### config.mk
export PLATFORM = sky130hd
export DESIGN_NAME = tent_key_sequencer
export DESIGN_NICKNAME = d
export VERILOG_FILES = /design/src/rtl/tent_key_sequencer_pkg.sv /design/src/rtl/tent_key_sequencer.sv
export SDC_FILE = /design/constraint.sdc
export NUM_CORES = 1
export LEC_CHECK = 0
export CAP_MARGIN = 20
export CORE_AREA = 4 4 97 99
export CTS_CLUSTER_DIAMETER = 30
export DETAILED_ROUTE_END_ITERATION = 6
export DIE_AREA = 0 0 101 103
export PLACE_DENSITY = 0.8
export SYNTH_ARGS = -nofsm -noshare
export SYNTH_HDL_FRONTEND = slang
export SYNTH_SLANG_ARGS = --single-unit
### constraint.sdc
create_clock -name clk -period 7 [get_ports clk]
set_input_delay 1.05 -clock clk [delete_from_list [all_inputs] [get_ports clk]]
set_output_delay 1.05 -clock clk [all_outputs]
set_load 0.01 [all_outputs]
### src/rtl/tent_key_sequencer_pkg.sv
// Shared definitions for the tent-map key sequencer and the tent-map core:
// controller state encoding and the precision mask used on every key value.
package tent_key_sequencer_pkg;

  typedef enum logic [2:0] {
    ST_IDLE   = 3'd0,
    ST_CLEAR  = 3'd1,
    ST_RUN    = 3'd2,
    ST_EMIT   = 3'd3,
    ST_FINISH = 3'd4
  } state_t;

  // Widest key the mask helper can serve; callers cast down to their width.
  localparam int MASK_W = 32;

  // sel 0/1/2/3 clears 0/2/4/6 LSBs: mask = ~((1 << 2*sel) - 1).
  function automatic logic [MASK_W-1:0] prec_mask(input logic [1:0] sel);
    prec_mask = ~((MASK_W'(1) << {sel, 1'b0}) - MASK_W'(1));
  endfunction

endpackage

### src/rtl/tent_key_sequencer.sv
// Iteration controller for the tent-map core. Latches seed/alpha/precision on
// start, runs one core iteration per CLEAR+RUN pair, feeds each masked key back
// as the next tent value, discards BURN_IN keys and streams the rest out.
//
// Output handshake: o_key_out/o_key_valid are registered and held stable while
// o_key_valid=1 and i_key_ready=0; a key transfers on the rising clk edge where
// o_key_valid and i_key_ready are both 1, and o_key_valid drops on that edge.
module tent_key_sequencer
  import tent_key_sequencer_pkg::*;
#(
  parameter int DATA_WIDTH = 12,
  parameter int CNT_WIDTH  = 16,
  parameter int BURN_IN    = 8
) (
  input  logic                  clk,
  input  logic                  rst_n,
  input  logic                  i_start,
  input  logic [DATA_WIDTH-1:0] i_seed,
  input  logic [DATA_WIDTH-1:0] i_alpha_in,
  input  logic [CNT_WIDTH-1:0]  i_num_keys,
  input  logic [1:0]            i_precision_sel,
  output logic                  o_flag2,
  output logic [DATA_WIDTH-1:0] o_tent,
  output logic [DATA_WIDTH-1:0] o_alpha,
  output logic [1:0]            o_core_prec_sel,
  input  logic [DATA_WIDTH-1:0] i_key3,
  input  logic                  i_done3,
  output logic [DATA_WIDTH-1:0] o_key_out,
  output logic                  o_key_valid,
  input  logic                  i_key_ready,
  output logic                  o_busy,
  output logic                  o_done,
  output logic                  o_err,
  output state_t                o_dbg_state
);

  localparam int                DROP_W   = (BURN_IN > 0) ? $clog2(BURN_IN + 1) : 1;
  localparam logic [DROP_W-1:0] DROP_LIM = DROP_W'(BURN_IN);
  localparam bit                HAS_BURN = (BURN_IN > 0);

  state_t                r_state;
  state_t                w_next_state;
  logic [DATA_WIDTH-1:0] r_y;
  logic [DATA_WIDTH-1:0] r_alpha;
  logic [1:0]            r_sel;
  logic [CNT_WIDTH-1:0]  r_num;
  logic [CNT_WIDTH-1:0]  r_emit_cnt;
  logic [DROP_W-1:0]     r_drop_cnt;
  logic [DATA_WIDTH-1:0] r_key_out;
  logic                  r_key_valid;
  logic                  r_flag2;
  logic                  r_done;
  logic                  r_err;

  logic [DATA_WIDTH-1:0] w_start_mask;
  logic [DATA_WIDTH-1:0] w_seed_masked;
  logic                  w_start_bad;
  logic [DATA_WIDTH-1:0] w_mask;
  logic [DATA_WIDTH-1:0] w_k;
  logic                  w_drop;
  logic                  w_key_fire;
  logic                  w_last;

  // Start-time checks use the incoming sel; the run itself uses the latched sel.
  assign w_start_mask  = DATA_WIDTH'(prec_mask(i_precision_sel));
  assign w_seed_masked = i_seed & w_start_mask;
  assign w_start_bad   = (i_alpha_in == '0) || (w_seed_masked == '0);

  assign w_mask     = DATA_WIDTH'(prec_mask(r_sel));
  assign w_k        = i_key3 & w_mask;
  assign w_drop     = HAS_BURN && (r_drop_cnt != DROP_LIM);
  assign w_key_fire = (r_state == ST_EMIT) && r_key_valid && i_key_ready;
  // Full-width compare plus one guard bit so num_keys = all-ones never wraps.
  assign w_last     = ({1'b0, r_emit_cnt} + {{CNT_WIDTH{1'b0}}, 1'b1}) == {1'b0, r_num};

  // State register.
  always_ff @(posedge clk) begin
    if (!rst_n) r_state <= ST_IDLE;
    else        r_state <= w_next_state;
  end

  // Next-state decode.
  always_comb begin
    w_next_state = r_state;
    case (r_state)
      ST_IDLE: begin
        if (i_start) begin
          if (w_start_bad || (i_num_keys == '0)) w_next_state = ST_FINISH;
          else                                   w_next_state = ST_CLEAR;
        end
      end
      ST_CLEAR: w_next_state = ST_RUN;
      ST_RUN: begin
        if (i_done3) begin
          if (w_k == '0)  w_next_state = ST_FINISH;
          else if (w_drop) w_next_state = ST_CLEAR;
          else             w_next_state = ST_EMIT;
        end
      end
      ST_EMIT: begin
        if (w_key_fire) w_next_state = w_last ? ST_FINISH : ST_CLEAR;
      end
      ST_FINISH: w_next_state = ST_IDLE;
      default:   w_next_state = ST_IDLE;
    endcase
  end

  // Datapath: run parameters, y feedback, counters, key output and status flags.
  always_ff @(posedge clk) begin
    if (!rst_n) begin
      r_y         <= '0;
      r_alpha     <= '0;
      r_sel       <= '0;
      r_num       <= '0;
      r_emit_cnt  <= '0;
      r_drop_cnt  <= '0;
      r_key_out   <= '0;
      r_key_valid <= 1'b0;
      r_flag2     <= 1'b0;
      r_done      <= 1'b0;
      r_err       <= 1'b0;
    end else begin
      // flag2 is high exactly while in RUN; done is high exactly while in FINISH.
      r_flag2 <= (w_next_state == ST_RUN);
      r_done  <= (w_next_state == ST_FINISH);
      case (r_state)
        ST_IDLE: begin
          if (i_start) begin
            r_alpha    <= i_alpha_in;
            r_sel      <= i_precision_sel;
            r_num      <= i_num_keys;
            r_y        <= w_seed_masked;
            r_err      <= w_start_bad;
            r_emit_cnt <= '0;
            r_drop_cnt <= '0;
          end
        end
        ST_RUN: begin
          if (i_done3) begin
            r_y <= w_k;
            if (w_k == '0) begin
              r_err <= 1'b1;
            end else if (w_drop) begin
              r_drop_cnt <= r_drop_cnt + 1'b1;
            end else begin
              r_key_out   <= w_k;
              r_key_valid <= 1'b1;
            end
          end
        end
        ST_EMIT: begin
          if (w_key_fire) begin
            r_key_valid <= 1'b0;
            r_emit_cnt  <= r_emit_cnt + 1'b1;
          end
        end
        default: ;
      endcase
    end
  end

  assign o_flag2         = r_flag2;
  assign o_tent          = r_y;
  assign o_alpha         = r_alpha;
  assign o_core_prec_sel = r_sel;
  assign o_key_out       = r_key_out;
  assign o_key_valid     = r_key_valid;
  assign o_busy          = (r_state != ST_IDLE);
  assign o_done          = r_done;
  assign o_err           = r_err;
  assign o_dbg_state     = r_state;

endmodule
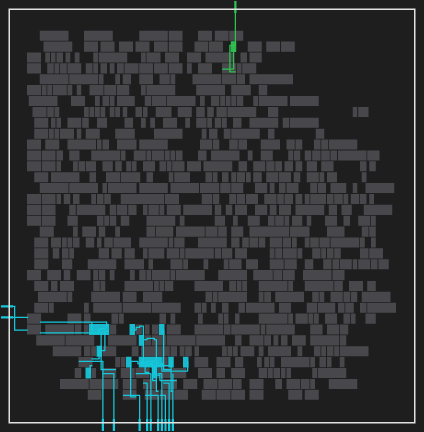
**Above:** run 1 (I/O nets highlighted).
(4 px per um)
legend:
  o_busy:
    color: green
    bits: 1
    direction: output
    edge: top
    end_cells: 1
    buffers: 1
    wire: 25.7 um
  i_alpha_in:
    color: cyan
    bits: 12
    direction: input
    edge: 10 bottom, 2 left
    end_cells: 15
    buffers: 12
    wire: 313 um

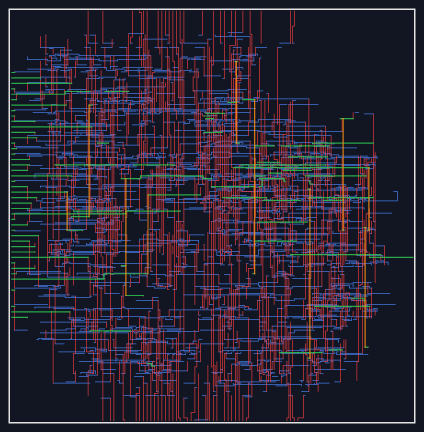
**Above:** run 1 (signal wires by layer).
(4 px per um)
legend:
  metal 4:
    color: orange
    wire_length: 266 um
  metal 2:
    color: red
    wire_length: 5970 um
  metal 1:
    color: blue
    wire_length: 4790 um
  metal 3:
    color: green
    wire_length: 729 um

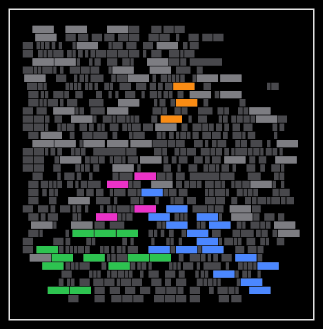
**Above:** run 1 (sequential cells grouped by signal name).
(3 px per um) Other sequential cells in the stronger gray, the rest of the logic in the fainter gray.
legend:
  r_drop_cnt:
    color: magenta
    flops: 4
    where: middle
  o_alpha:
    color: green
    flops: 12
    where: bottom left
  o_dbg_state:
    color: orange
    flops: 3
  r_num:
    color: blue
    flops: 16

==> run summary, run 1 <==
Entry: Yosys synthesis followed by OpenROAD place and route.

Worst setup path:
- The run gives the peak per-stage delay on the critical path as 0.54 ns.
- The run puts the peak fanout along the critical path at 36.
- The run puts the arrival time of the worst setup path at approximately 3.2 ns.
- In this run the register-to-register setup slack is approximately 4.2 ns.
- The worst register-to-register path begins at o_dbg_state[1]$_SDFF_PN0_.
- The critical path is of the in2reg type.
- The cell sequence reported for the critical path is clkdlybuf4s50_1 > nand2_2 > o21ai_2 > a21boi_2 > nand4_1 > xor2_1 > nor2_1.
- The critical path ends at r_drop_cnt[3]$_SDFFE_PN0P_.
- The run gives the startpoint kind of the worst setup timing path as an input pin.
- Per STA, the worst path accumulates the most delay in the family AND-OR/OR-AND gates.
- The run puts the total number of cells along the worst setup path at 7.
- The run gives the path depth of the worst reg2reg path as 7.
- The worst setup path is captured at a flop.
- The timing report shows that the slowest cell on the worst path is sky130_fd_sc_hd__o21ai_2.
- Data on the critical path is required at its endpoint by 7.25 ns.
- The run gives the worst flop-to-flop path endpoint as r_drop_cnt[3]$_SDFFE_PN0P_.
- Per the post-run analysis, buffers plus inverters along the critical path come to 1.
- The run gives the critical path launch point as i_start.

Synth:
- The run gives the and-or/or-and share of the synthesized area as 0.202.
- The run puts the number of flops mapped to enable cells by yosys at 0.
- The run gives the sequential area share after synthesis as 0.387.
- In this run, the synthesized area fraction spent on and/or/nand/nor cells is recorded as 0.292.
- The run puts the average instance area after synthesis at 7.64 um2.
- The main area contributors are sky130_fd_sc_hd__dfxtp_1 (39%), sky130_fd_sc_hd__nand2_1 (8.5%), sky130_fd_sc_hd__a21oi_1 (7.4%).
- The most used flip-flop cell after synthesis is sky130_fd_sc_hd__dfxtp_1.
- The run gives the portion of synthesized cell area occupied by the leading cell type as 0.387.
- The run gives the dominant non-sequential cell family after synthesis as simple AND/OR/NAND/NOR gates.
- Looking at the gate-level netlist, the highest instance count belongs to sky130_fd_sc_hd__nand2_1.
- The run gives the synthesized area as 4190 um2.
- The run gives the library cell occupying the most area in the post-synthesis netlist as sky130_fd_sc_hd__dfxtp_1.
- For reference, the mux area share after synthesis is 0.00957.
- Per the post-synthesis report, the number of cells in the design is 548.
- The synthesis run shows the most used standard cells to be sky130_fd_sc_hd__nand2_1 (95), sky130_fd_sc_hd__dfxtp_1 (81), sky130_fd_sc_hd__nor2_1 (69).
- The run puts the synthesized flop and latch total at a little over 80.
- The run gives the number of standard cells reported by yosys as 548.
- The synthesis report lists the Yosys warning total as 0.
- The run gives the area share of xor/xnor cells in the synthesized design as 0.0502.
- At floorplan, the net count of the design was reported as ~600.
- The run gives the async set-reset flop share out of synthesis as 0.
- The gate-level netlist out of Yosys references between 60 and 70 unique cell types.
- The stat command in Yosys gives a chip area of 4190 um2.
- The run puts the area share of fa/ha/maj cells after synthesis at 0.0149.

Final layout:
- Of all the cell area in the finished design, non-clock buffers hold 0.198.
- Ranking logic cells in the layout by count gives the top entries sky130_fd_sc_hd__clkdlybuf4s50_1 (104), sky130_fd_sc_hd__nand2_1 (95), sky130_fd_sc_hd__dfxtp_1 (81), sky130_fd_sc_hd__nor2_1 (69), sky130_fd_sc_hd__a21oi_1 (62).
- The top cell type in the final layout, fill and taps aside, is sky130_fd_sc_hd__clkdlybuf4s50_1.
- The run gives the share of post-route cells with drive strength above 1 as 0.0517.
- The run puts the multi-input logic area at 2380 um2.
- The run puts the antenna diode count at 0.
- By area, the class that comes first in the final layout consists of combinational gates.
- The run puts the clock tree cell share of total cell area at 0.0383.
- The run puts the multi-input combinational gate total at 427.
- The run puts the fill cell total of the finished layout at 766.
- The run puts the number of nets in the final layout at 698.
- The largest registers in the layout are r_emit_cnt x16, r_num x16.
- The run puts the non-clock inverter count in the final layout at 8.
- Compared with the post-synthesis result, the final layout area differs by 30.4%.
- The run gives the flop share of the area as 0.297.
- The run gives the area used by sequential logic in the layout as 1620 um2.
- The run gives the clock buffer instance count of the final layout as 10.
- The run gives the number of non-clock buffers as 107.
- The run gives the multi-input logic portion of the cell area as 0.436.
- The run puts the flop count at 81.

Placement:
- The run puts the worst setup slack before clock tree synthesis at 3.51 ns.
- The run gives the post-DP HPWL as 8.62 mm.
- The run puts the number of input and output port buffers inserted at ~100.
- The run gives the global placer's final weighted congestion as between 0.9 and 1.

Clock network:
- The cell sitting at the root of the clock tree is a sky130_fd_sc_hd__clkbuf_8.
- The run gives the count of H-tree levels built during CTS as 3.
- The clock net in this run drives a total of 81 sinks.
- The run puts the number of buffers inserted to repair setup after CTS at 0.
- The run puts the number of cells upsized or downsized after cts at 0.
- The run gives the hold-fix buffer count after cts as 0.
- The run gives the maximum count of clock buffers along a single path as 2.
- TritonCTS built the clock tree.
- The run puts the post-CTS clock slew at the launch and capture registers of the worst setup and hold paths at about 0.09 ns.
- The run puts the clock latency at the later pin of the worst-skew pair at between 0.3 and 0.4 ns.
- The run gives the TritonCTS buffer count as 9.

Floorplanning:
- The run puts the chip footprint at 10400 um2.
- The run puts the die boundary width at 101 um.
- The run puts the top-level I/O count at 105.
- The run puts the cell row count at 34.
- The run gives the initial standard-cell utilization of the core as 0.489.
- The run puts the number of tapcells at about 110.
- The run gives the height of the chip as ~100 um.
- The core region is 8550 um2.

Power and ir drop:
- The run gives the power dissipated by switching net loads as 290 uW.
- The run puts the internal power of the cells at 780 uW.
- The run puts the share of power burned in registers at 0.468.
- The run gives the leakage power summed over all cells as between 2 and 2.5 nW.
- The highest supply drop recorded on VDD is 0.124 mV.
- The run puts the fraction of power spent switching nets at 0.271.
- The run puts the power density over the cells at 196 nW/um2.
- The run puts the part of the total power dissipated in the clock network at 0.346.
- The design draws 1.07 mW.
- The run gives the portion of total power attributed to combinational logic as 0.186.

Min path:
- The path class of the tightest hold or removal check is reg2reg.
- The path with the worst hold slack has its endpoint at o_alpha[6]$_SDFFE_PN0P_.
- In this run the most critical hold path is launched from o_alpha[6]$_SDFFE_PN0P_.
- The run gives the worst hold path depth as 2.

GRT:
- The run puts the number of global-route vias before repair at between 4000 and 5000.
- Entering global routing, the biggest net connects 73 pins.
- The run puts the first-pass GRT wire length at roughly 19 mm.
- The run gives the number of antenna violations at the first check in global routing as 0.
- After global routing the overflow that remains totals 0.
- The run puts the overall track demand over capacity in global routing at 0.231.

STA:
- Setup repair after global routing left no endpoint under its margin.
- Checking max transition, the worst relative margin is 0.415.
- The run puts the number of setup violations in the final report at 0.
- The run puts the clock period minus final worst setup slack at 2.99 ns.
- The run gives the count of endpoints failing hold in the final timing report as 0.
- The final timing report lists a max-slew violation count of 0.
- The run gives the post-route fraction of the period consumed by the critical path as 0.428.
- The run gives the worst-case setup margin in the final layout as approximately 4 ns.
- The final layout reports a setup TNS of 0 ns.
- The run puts the worst-case clock skew at 0.0103 ns.
- At the pin with the least slew margin, the transition time is 0.877 ns.
- The run puts the upper clock frequency limit at between 300 and 400 MHz.

Outcome:
- The flow ran to the end, and the final reports show no timing, DRC or antenna violations.

Routing:
- The run gives the number of nets with antenna violations after routing as 0.
- In the routed design, unresolved DRC markers number 0.
- Dividing the detail-routed via count by the number of cells gives around 5.7.
- The first routing iteration left approximately 240 violations.
- For this sky-water flow run, the detailed-routed wirelength per cell is reported as 15.8 um.
- The run puts the aggregate routed wire length at 11.8 mm.
- The run gives the iteration count of the initial detailed-routing pass as 6.
- The run gives the number of vias after detailed routing as 4231.

Job:
- The run puts the number of warnings the tools reported at 29.
- Across the run, the number of max-cap violations was 0.
## run 1: stage by stage
stage	hold slack, ns	std cells	instance area [um2]	util
global route	0.479	746	5460	0.638
global placement	0.442	730	5220	0.611
finish	0.461	746	5460	0.638
CTS	0.462	745	5430	0.635
detailed placement	0.451	730	5220	0.611
floorplan	0.448	548	4190	-
## run 1: power groups by stage
stage	registers, mW	logic, mW	clock network (mW)
6_report	0.501	0.199	0.370
3_3_place_gp	0.511	0.191	0
3_5_place_dp	0.512	0.195	0
2_1_floorplan	0.514	0.0961	0
4_1_cts	0.501	0.196	0.376
5_1_grt	0.504	0.220	0.393
## run 1: layer usage
metal  vias up  track usage  routed length [um]
li1       2102            -                   -
met1      1963        0.285                4790
met2       142        0.402                5970
met3        24       0.0474                 728
met4         0       0.0787                 265
met5         -            0                   0
==> run 2: changes to the inputs <==
--- a/config.mk
+++ b/config.mk
@@ -6,11 +6,11 @@
 export NUM_CORES = 1
 export LEC_CHECK = 0
 export CAP_MARGIN = 20
-export CORE_AREA = 4 4 97 99
+export CORE_AREA = 4 4 102 104
 export CTS_CLUSTER_DIAMETER = 30
 export DETAILED_ROUTE_END_ITERATION = 6
-export DIE_AREA = 0 0 101 103
-export PLACE_DENSITY = 0.8
+export DIE_AREA = 0 0 106 108
+export PLACE_DENSITY = 0.76
 export SYNTH_ARGS = -nofsm -noshare
 export SYNTH_HDL_FRONTEND = slang
 export SYNTH_SLANG_ARGS = --single-unit
==> constraint.sdc (replaced) <==
create_clock -name clk -period 2.5 [get_ports clk]
set_input_delay 0.375 -clock clk [delete_from_list [all_inputs] [get_ports clk]]
set_output_delay 0.375 -clock clk [all_outputs]
set_load 0.01 [all_outputs]
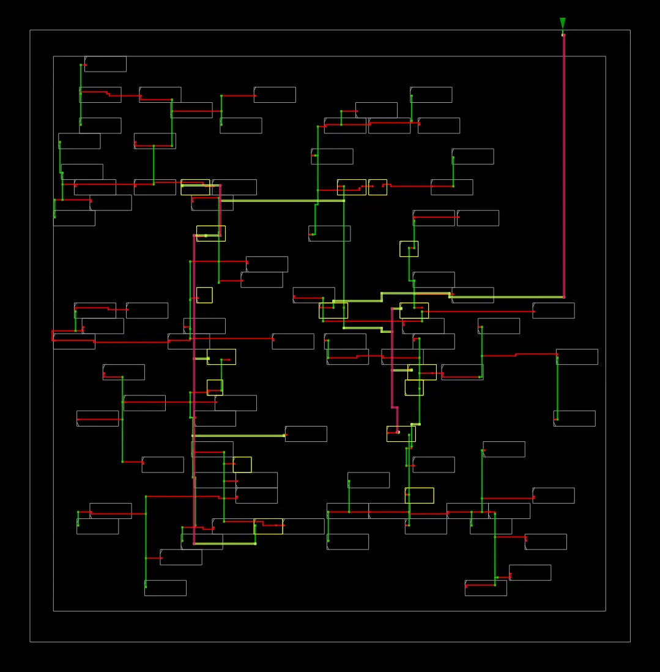
**Above:** run 2 (the clock network).
clock latency at the later pin of the worst-skew pair: 0.36 ns
power drawn by the clock network: 926 uW
number of buffers created by CTS: 9
Sinks on Clock Net: 81

==> run 2 against run 1 <==
Against the previous run: hold slack worse by 0.0047 ns; first-iteration DRC count up 6.3%; sequential power went up to 2.8 times the previous value; critical path type is now reg2reg; largest cell class unchanged.
==> run summary, run 2 <==
Entry: Yosys synthesis followed by OpenROAD place and route.

Synth:
- The run puts the mux contribution to synthesized area at 0.00957 (unchanged).
- In the synthesized netlist, the cells that appear most often are sky130_fd_sc_hd__nand2_1 (95), sky130_fd_sc_hd__dfxtp_1 (81), sky130_fd_sc_hd__nor2_1 (69).
- The synthesized flop and latch total came to 81 (unchanged).
- The and-or/or-and share of the synthesized area was 0.202 (unchanged).
- In the synthesized netlist, the dominant kind of combinational cell is simple AND/OR/NAND/NOR gates.
- The area share of xor/xnor cells in the synthesized design is 0.0502 (unchanged).
- The run puts the distinct cell type count after synthesis at 62 (unchanged).
- The number of standard cells reported by yosys is 548 (unchanged).
- The run gives the top flip-flop cell by instance count after synthesis as sky130_fd_sc_hd__dfxtp_1.
- The run puts the post-synthesis net count at 612 (unchanged).
- By area the synthesized netlist is led by sky130_fd_sc_hd__dfxtp_1 (39%), sky130_fd_sc_hd__nand2_1 (8.5%), sky130_fd_sc_hd__a21oi_1 (7.4%).
- The sequential area share after synthesis was 0.387 (unchanged).
- The area share of and/or/nand/nor cells after synthesis was 0.292 (unchanged).
- The run gives the post-synthesis cell count as 548 (unchanged).
- The run puts the average instance area after synthesis at 7.64 um2 (unchanged).
- The run gives the post-synth area from yosys stat as 4190 um2 (unchanged).
- The portion of synthesized cell area occupied by the leading cell type was 0.387 (unchanged).

Final layout:
- The run gives the number of nets in the final layout as 717 (+2.7%).
- The run gives the antenna diode count as 0 (unchanged).
- The run puts the flop share of the area at 0.287 (-0.0102).
- The run puts the share of post-route cells with drive strength above 1 at 0.0851 (+0.0334).
- The run puts the multi-input logic area at 2390 um2 (+0.42%).
- The run puts the area of all placed cells without fillers at 5660 um2 (+3.6%).
- The multi-input combinational gate total was 427 (unchanged).
- The fraction of area in non-clock buffers was 0.223 (+0.0244).
- The clock tree cell share of total cell area was 0.0332 (-0.00511).
- The run gives the multi-input logic portion of the cell area as 0.422 (-0.0136).
- The flop count came to 81 (unchanged).
- The number of non-clock buffers is 126 (+18%).
- The most common logic cell in the final layout is sky130_fd_sc_hd__clkdlybuf4s50_1.
- The run puts the non-clock inverter count in the final layout at 8 (unchanged).

Routing:
- The run puts the met3 wire length at 758 um (+4.1%).
- The run gives the mean number of vias per cell as 5.57 (-1.9%).
- The post-detailed-route DRC marker count came to 0 (unchanged).
- The run gives the violation tally from detailed-route iteration zero as 255 (+6.3%).
- The run gives the aggregate routed wire length as 12.6 mm (+7.2%).

Clock network:
- The count of H-tree levels built during CTS is 3 (unchanged).
- In this run the clock root is driven by a sky130_fd_sc_hd__clkbuf_8.
- TritonCTS built the clock tree.
- The post-CTS clock slew at the launch and capture registers of the worst setup and hold paths is 0.09 ns (about the same).

GRT:
- The run puts the pin count of the biggest net entering global routing at 34 (-53%).
- The total grt overflow is 0 (unchanged).
- The run gives the global-route layer with the greatest usage as met2.
- The run puts the overall track demand over capacity in global routing at 0.217 (-0.0139).
- The run puts the met3 demand-to-capacity share in global routing at 0.0418 (-0.00557).
- The run gives the met2 capacity usage during global routing as 0.361 (-0.0414).
- The first-pass GRT wire length came to 20.2 mm (+4.8%).

Outcome:
- The flow ran to the end, and the final reports show no timing, DRC or antenna violations.

Worst setup path:
- The run gives the peak per-stage delay on the critical path as 0.39 ns (-0.15 ns).
- The launch point of the critical path was reported as o_core_prec_sel[1]$_SDFFE_PN0P_.
- STA classifies the critical path startpoint as a flop.
- The run puts the worst endpoint required time at 2.75 ns (-4.50 ns).
- The run gives the arrival time of the worst setup path as 2.65 ns (-0.59 ns).
- The register-to-register setup slack is 0.10 ns (-4.09 ns).
- Looking at the reg2reg group, the worst path ends at o_key_out[6]$_SDFFE_PN0P_.
- The capture point of the critical path was reported as o_key_out[6]$_SDFFE_PN0P_.
- The run gives the type of the worst setup path as reg2reg.
- The critical path goes through nor2_2 > inv_1 > ha_1 > a211o_1 > a211o_1 > or3_4 > nand3_4 > buf_12 > mux2i_1 > nor2_1.

Floorplanning:
- The core area is 9550 um2 (+12%).
- The height of the chip is 108 um (+4.9%).
- The run gives the initial standard-cell utilization of the core as 0.438 (-0.0512).
- The run gives the top-level I/O count as 105 (unchanged).

STA:
- The run puts the post-route fraction of the period consumed by the critical path at 0.958.
- The run puts the worst hold slack at 0.457 ns (-0.00467 ns).
- The run gives the worst-case setup margin in the final layout as 0.104 ns (-3.90 ns).
- The slew at the pin closest to its max-slew limit is 0.588 ns (-0.289 ns).
- The headroom to the max-slew limit is 0.606 (+0.191).
- The number of pins exceeding their max-slew limit in the final report was 0 (unchanged).
- The run puts the upper clock frequency limit at 417 MHz.
- The run puts the count of endpoints failing hold in the final timing report at 0 (unchanged).
- The number of setup violations in the final report was 0 (unchanged).

Placement:
- The run puts the worst setup slack before clock tree synthesis at -0.0666 ns (-3.58 ns).
- The run gives the post-DP HPWL as 9.33 mm (+8.2%).
- The run puts the global placer's final weighted congestion at 0.950 (+5.6%).
- The run gives the post-detailed-placement cell area as 5430 um2 (+3.9%).
- The cell count after placement came to 773 (+5.9%).
- The run puts the number of input and output port buffers inserted at 104 (unchanged).

Min path:
- STA lists the startpoint of the worst hold path as o_alpha[2]$_SDFFE_PN0P_.
- The run gives the end point of the worst hold path as o_alpha[2]$_SDFFE_PN0P_.
- The run puts the worst hold path depth at 2 (unchanged).

Power and ir drop:
- The largest vdd supply drop came to 0.433 mV (+250%).
## run 2: cell counts after synthesis
No cell type changed its count.
## run 2: power breakdown
group / internal (mW) / switching (mW) / leakage [nW] / total, mW
registers: 1.35 / 0.0468 / 0.661 / 1.40
logic: 0.290 / 0.297 / 1.37 / 0.587
clock network: 0.398 / 0.527 / 0.0895 / 0.926
## run 2: critical path, delay by kind of cell, from the launching register on
kind	cells	cell delay, ns
AND/OR/NAND/NOR	4	0.71
AND-OR/OR-AND	2	0.51
flip-flops	1	0.35
adder cells (fa/ha/maj)	1	0.31
buffers and inverters	2	0.21
multiplexers	1	0.20
## run 2: what timing repair did
item / 4_1_cts / 5_1_grt
setup buffers: 0 / 1
endpoints found under the hold margin: 0 / 0
endpoints found under the setup margin: 0 / 11
gates resized: 0 / 3
Power figures rest on the tool's default switching activity, not on a simulated workload.
